## src/rtl/gfc_pkg.sv

```systemverilog
// Shared types and helpers for the grayscale frame controller.
// The BMP row-pad helper is used only when GFC_ROW_PAD_EN is defined.
package gfc_pkg;

    typedef enum logic [1:0] {
        IDLE  = 2'd0,
        READ  = 2'd1,
        DRAIN = 2'd2,
        DONE  = 2'd3
    } state_t;

    // Source bytes arrive in BMP order: blue, green, red.
    localparam logic [1:0] LANE_B = 2'd0;
    localparam logic [1:0] LANE_G = 2'd1;
    localparam logic [1:0] LANE_R = 2'd2;

    // Row/column counters hold up to 4095; pixel counters up to 4095*4095.
    localparam int DIM_W = 12;
    localparam int CNT_W = 24;

    function automatic int row_pad(input int img_w);
        return (4 - ((3 * img_w) % 4)) % 4;
    endfunction

endpackage

```

## src/rtl/pixel_byte_packer.sv

```systemverilog
// Assembles three returned source bytes (B, G, R) into one pixel strobe.
// The red byte is forwarded straight from the read bus so the pixel leaves on its return cycle.
module pixel_byte_packer
    import gfc_pkg::*;
(
    input  logic       clk,
    input  logic       rst,
    input  logic       rd,
    input  logic [1:0] lane,
    input  logic [7:0] data,
    output logic [7:0] red,
    output logic [7:0] green,
    output logic [7:0] blue,
    output logic       pix_valid
);

    logic       rd_q;
    logic [1:0] lane_q;
    logic [7:0] blue_q;
    logic [7:0] green_q;

    // NOTE: non-blocking assignments keep every register reading pre-edge values.
    always_ff @(posedge clk) begin
        if (rst) begin
            rd_q    <= 1'b0;
            lane_q  <= LANE_B;
            blue_q  <= 8'h00;
            green_q <= 8'h00;
        end else begin
            rd_q   <= rd;
            lane_q <= lane;
            if (rd_q && (lane_q == LANE_B)) blue_q  <= data;
            if (rd_q && (lane_q == LANE_G)) green_q <= data;
        end
    end

    assign pix_valid = !rst && rd_q && (lane_q == LANE_R);
    assign red       = pix_valid ? data    : 8'h00;
    assign green     = pix_valid ? green_q : 8'h00;
    assign blue      = pix_valid ? blue_q  : 8'h00;

endmodule

```

## src/rtl/grayscale_frame_ctrl.sv

```systemverilog
// Frame sequencer: streams a BGR frame from source memory to a converter and writes results back.
// Define GFC_ROW_PAD_EN to skip BMP 4-byte row padding in the source address stream.
module grayscale_frame_ctrl
    import gfc_pkg::*;
#(
    parameter int IMG_W    = 128,
    parameter int IMG_H    = 128,
    parameter int SRC_BASE = 54,
    parameter int ADDR_W   = 16
) (
    input  logic              clk,
    input  logic              rst,
    input  logic              start_i,
    output logic              src_rd_o,
    output logic [ADDR_W-1:0] src_addr_o,
    input  logic [7:0]        src_data_i,
    output logic [7:0]        red_o,
    output logic [7:0]        green_o,
    output logic [7:0]        blue_o,
    output logic              pix_valid_o,
    input  logic [7:0]        gray_i,
    input  logic              gray_valid_i,
    output logic              dst_we_o,
    output logic [ADDR_W-1:0] dst_addr_o,
    output logic [7:0]        dst_data_o,
    output logic              busy_o,
    output logic              done_o,
    output logic              err_o
);

    localparam logic [CNT_W-1:0] TOTAL    = CNT_W'(IMG_W * IMG_H);
    localparam logic [DIM_W-1:0] LAST_COL = DIM_W'(IMG_W - 1);
    localparam logic [DIM_W-1:0] LAST_ROW = DIM_W'(IMG_H - 1);
`ifdef GFC_ROW_PAD_EN
    localparam int PAD = row_pad(IMG_W);
`else
    localparam int PAD = 0;
`endif
    localparam logic [ADDR_W-1:0] ROW_STEP = ADDR_W'(1 + PAD);

    state_t            state;
    state_t            state_nxt;
    logic [ADDR_W-1:0] src_addr;
    logic [1:0]        lane;
    logic [DIM_W-1:0]  col;
    logic [DIM_W-1:0]  row;
    logic [CNT_W-1:0]  rd_cnt;
    logic [CNT_W-1:0]  wr_cnt;
    logic [CNT_W-1:0]  wr_cnt_nxt;
    logic              err;
    logic              run;
    logic              in_frame;
    logic              accept;
    logic              row_end;
    logic              last_byte;
    logic              load;

    assign run       = !rst;
    assign in_frame  = (state == READ) || (state == DRAIN);
    assign accept    = run && in_frame && gray_valid_i && (wr_cnt < TOTAL);
    assign row_end   = (lane == LANE_R) && (col == LAST_COL);
    assign last_byte = row_end && (row == LAST_ROW);
    assign load      = (state == IDLE) && start_i;

    // NOTE: every always_comb output gets a default first so no latch is inferred.
    always_comb begin
        state_nxt  = state;
        wr_cnt_nxt = accept ? (wr_cnt + CNT_W'(1)) : wr_cnt;
        case (state)
            IDLE:    if (start_i) state_nxt = READ;
            READ:    if (last_byte) state_nxt = DRAIN;
            // In DRAIN every pixel has been read; finish once writes catch up.
            DRAIN:   if (wr_cnt_nxt == rd_cnt) state_nxt = DONE;
            DONE:    state_nxt = IDLE;
            default: state_nxt = IDLE;
        endcase
    end

    always_ff @(posedge clk) begin
        if (rst) begin
            state    <= IDLE;
            src_addr <= '0;
            lane     <= LANE_B;
            col      <= '0;
            row      <= '0;
            rd_cnt   <= '0;
            wr_cnt   <= '0;
            err      <= 1'b0;
        end else begin
            state  <= state_nxt;
            wr_cnt <= wr_cnt_nxt;
            if (load) begin
                src_addr <= ADDR_W'(SRC_BASE);
                lane     <= LANE_B;
                col      <= '0;
                row      <= '0;
                rd_cnt   <= '0;
                wr_cnt   <= '0;
                err      <= 1'b0;
            end else if (state == READ) begin
                src_addr <= src_addr + (row_end ? ROW_STEP : ADDR_W'(1));
                if (lane == LANE_R) begin
                    lane   <= LANE_B;
                    rd_cnt <= rd_cnt + CNT_W'(1);
                    if (col == LAST_COL) begin
                        col <= '0;
                        row <= row + DIM_W'(1);
                    end else begin
                        col <= col + DIM_W'(1);
                    end
                end else begin
                    lane <= lane + 2'd1;
                end
            end
            // A stray result wins over the clear done by a coincident start.
            if (gray_valid_i && !accept) err <= 1'b1;
        end
    end

    pixel_byte_packer u_packer (
        .clk       (clk),
        .rst       (rst),
        .rd        (state == READ),
        .lane      (lane),
        .data      (src_data_i),
        .red       (red_o),
        .green     (green_o),
        .blue      (blue_o),
        .pix_valid (pix_valid_o)
    );

    assign src_rd_o   = run && (state == READ);
    assign src_addr_o = run ? src_addr : '0;
    assign dst_we_o   = accept;
    assign dst_addr_o = accept ? ADDR_W'(wr_cnt) : '0;
    assign dst_data_o = accept ? gray_i : 8'h00;
    assign busy_o     = run && in_frame;
    assign done_o     = run && (state == DONE);
    assign err_o      = run && err;

endmodule

```

## config.mk

```make
export PLATFORM = sky130hd
export DESIGN_NAME = grayscale_frame_ctrl
export DESIGN_NICKNAME = d
export VERILOG_FILES = /design/src/rtl/gfc_pkg.sv /design/src/rtl/pixel_byte_packer.sv /design/src/rtl/grayscale_frame_ctrl.sv
export SDC_FILE = /design/constraint.sdc
export NUM_CORES = 1
export LEC_CHECK = 0
export CAP_MARGIN = 25
export CELL_PAD_IN_SITES_DETAIL_PLACEMENT = 0
export CELL_PAD_IN_SITES_GLOBAL_PLACEMENT = 1
export CORE_MARGIN = 2
export CORE_UTILIZATION = 43
export CTS_CLUSTER_DIAMETER = 30
export DETAILED_ROUTE_END_ITERATION = 12
export GPL_TIMING_DRIVEN = 0
export PLACE_DENSITY = 0.95
export SYNTH_ARGS = -nofsm -noshare
export SYNTH_HDL_FRONTEND = slang
export SYNTH_SLANG_ARGS = --single-unit
```

## constraint.sdc

```tcl
create_clock -name clk -period 9.5 [get_ports clk]
set_clock_uncertainty 0.05 [all_clocks]
set_input_delay 1.425 -clock clk [delete_from_list [all_inputs] [get_ports clk]]
set_output_delay 1.425 -clock clk [all_outputs]
set_load 0.005 [all_outputs]
```

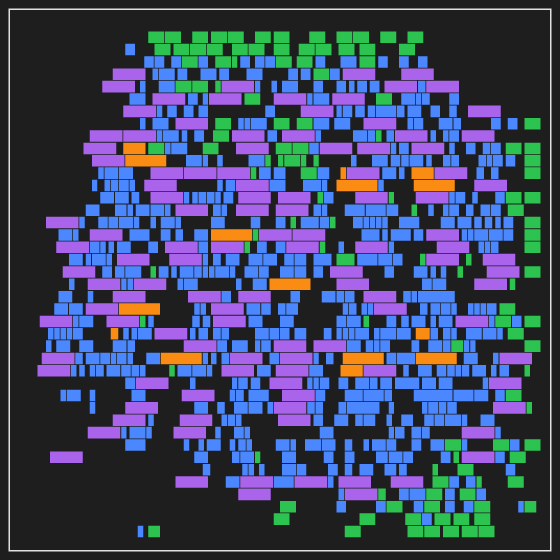
Fig. 1. Cell classes on the final placement.
class	color	cells	share of their area
remaining buffers and delay cells	green	122	15%
sequential cells	purple	112	33%
combinational and other logic	blue	523	48%
clock drivers and dummy loads	orange	15	4.2%

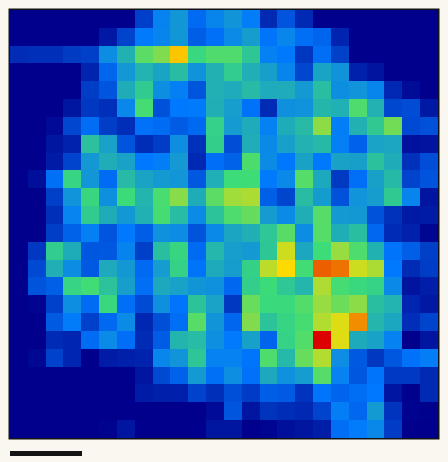
Fig. 2. Routed metal per tile.
Bar = 20 um. The die is cut into 24 by 24 equal tiles; dark blue is low, red is high, scaled to the fullest tile. Values are wire area over tile area, all layers added.
tiles over half the peak	9.5%
nearly empty tiles	20%
fullest tile	0.63

==> impl_metrics.json <==
{
  "busiest_layer": "met2",
  "clk_share": 0.0403,
  "die_h_um": 119,
  "pg_comb_uw": 239,
  "topCellsByArea": "dfxtp_1 (40%), nor2_1 (7.3%), xor2_1 (7.1%)",
  "largestPowerGroup": "registers",
  "synthFlopType": "dfxtp_1",
  "grt_pass1_wl_um": 22200,
  "post-cts-setup-buffers": 0,
  "maxSlewHeadroom": 0.379,
  "synth.logic.top_family": "simple AND/OR/NAND/NOR gates",
  "portBuffers": 87,
  "hp-class": "reg -> reg",
  "first_pass_iters": 5,
  "route.met2.wl_um": 6560,
  "clk_pin_slew_worst_paths_ns": 0.06,
  "leakagePower_uw": 0.00258,
  "dpl-instance-area_sq_um": 6760,
  "drc": 0,
  "largestRegisters": "rd_cnt: 24 flops, wr_cnt: 24 flops, src_addr: 16 flops",
  "cp.arrival_ns": 4.70,
  "wl_met1_um": 6050,
  "seq-power_uw": 513,
  "comb_area_frac": 0.458,
  "synth_cell_types": 60,
  "min_to": "u_packer.green_q[7]",
  "ys_cells": 669,
  "routed_wl_um": 13400,
  "cts_tree": "yes",
  "finalSetupTns_ns": 0,
  "topRoutingLayerUsed": "met4",
  "period_used_share": 0.650,
  "grt_pass1_vias": 4644,
  "tap_cells": 172,
  "warning_count": 30,
  "ff2ff_setup_slack_ns": 4.70,
  "via_per_inst": 5.17,
  "io_pins": 90,
  "nonClockInverterCount": 15,
  "setup_violations": 0,
  "syn_to_final_growth_pct": 24.2,
  "yosysWarnings": 0,
  "cts_hold_buf": 0,
  "status": "complete, no violations",
  "r2r-end": "state[1]",
  "numCtsBuffers": 9,
  "synthTopCellsByCount": "dfxtp_1 (112), nor2_1 (110), and2_1 (54)",
  "synth_cells": 669,
  "die_w_um": 119,
  "p_clk_uw": 360,
  "dominant_cells": "combinational gates",
  "end_kind": "primary output",
  "p_sw_uw": 319,
  "dr_wl_met3_um": 553,
  "place_hpwl_um": 10200,
  "final_common_cell": "dfxtp_1",
  "overflow": 0,
  "setup_slack_ns": 3.33,
  "ff2ff_path_depth": 18,
  "n_fill_cell": 1136,
  "r2r-start": "state[0]",
  "wire_per_inst_um": 14.2,
  "simple_gate_share": 0.309,
  "xor_area_frac": 0.130,
  "clkPwrFrac": 0.323,
  "critPathMaxStageDelay_ns": 0.54,
  "use_met3": 0.0330,
  "hold_viol": 0,
  "htreeDepth": 3,
  "slew_violations": 0,
  "drt_iter0_drc": 358,
  "whs_path_depth": 2,
  "synth.largest_area_cell": "dfxtp_1",
  "ant_nets": 0,
  "globalRouteMet1Util": 0.244,
  "cts.path.max_buffers": 2,
  "pre_cts_ws_ns": 3.27,
  "finalCriticalPeriod_ns": 6.17,
  "dieArea_sq_um": 14100,
  "worstHoldStart": "u_packer.green_q[7]",
  "syn_area_sq_um": 5670,
  "fmax_ghz": 0.162,
  "dr_total_vias": 4877,
  "synthAdderAreaFrac": 0.0243,
  "ys_chip_area_sq_um": 5670,
  "cts_resized": 0,
  "lay_top_cells": "dfxtp_1 (112), nor2_1 (110), clkdlybuf4s50_1 (87)",
  "top_cell": "dfxtp_1",
  "rows": 41,
  "swShare": 0.287,
  "antenna_cells": 0,
  "final-nonclk-buf-share": 0.145,
  "layout.area.comb_sq_um": 3230,
  "pwr-share-comb": 0.215,
  "gp_congestion": 0.896,
  "worstMarginPinSlew_ns": 0.918,
  "ys_sh_mux": 0.0408,
  "logic_gate_count": 508,
  "ys.flops": 112,
  "edf_count": 0,
  "compound_area_frac": 0.0635,
  "finalInstanceArea_sq_um": 7050,
  "antenna_found_initial": 0,
  "startpoint": "rst",
  "max_cap_violations": 0,
  "grt_usage": 0.191,
  "place_inst": 929,
  "ys_seq_frac": 0.395,
  "instances_no_fill": 944,
  "path_max_fanout": 11,
  "start_kind": "input pin",
  "hold_ws_ns": 0.440,
  "clkbuf_count": 13,
  "top_area_frac": 0.395,
  "path_class": "in -> out",
  "flops": 112,
  "synth-async-reset-ratio": 0,
  "final_net_count": 799,
  "required_ns": 8.03,
  "totalPowerFinal_uw": 1110,
  "cpMaxStageDelayCell": "or4bb_1",
  "p_int_uw": 793,
  "rsz0062_at_grt": "false",
  "drive_gt1_frac": 0.0337,
  "endpoint": "dst_addr_o[0]",
  "critical_path_buf_inv_count": 7,
  "cp_top_family": "buffers and inverters",
  "post_synth.cell_area_avg_sq_um": 8.48
}
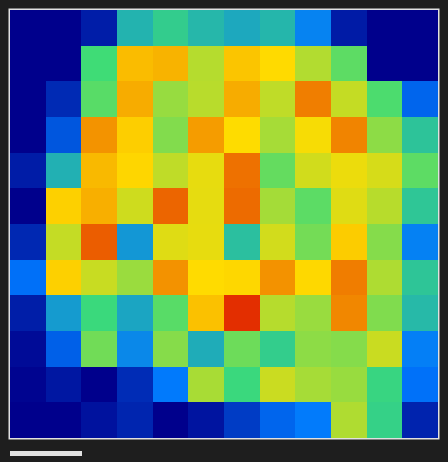
Fig. 3. Local utilization.
Bar = 20 um. The die is cut into 12 by 12 equal tiles; dark blue is low, red is high, 0 to 100% covered.
densest ninth of the die	center
nearly empty tiles	11%
emptiest ninth of the die	lower left
tiles over 75% full	21%
mean over tiles	48%
fin util: 0.552
core area: 12,800 sq um
Core Util at FP: 0.444

No activity file was given, so power comes from the tool's default toggle rates.
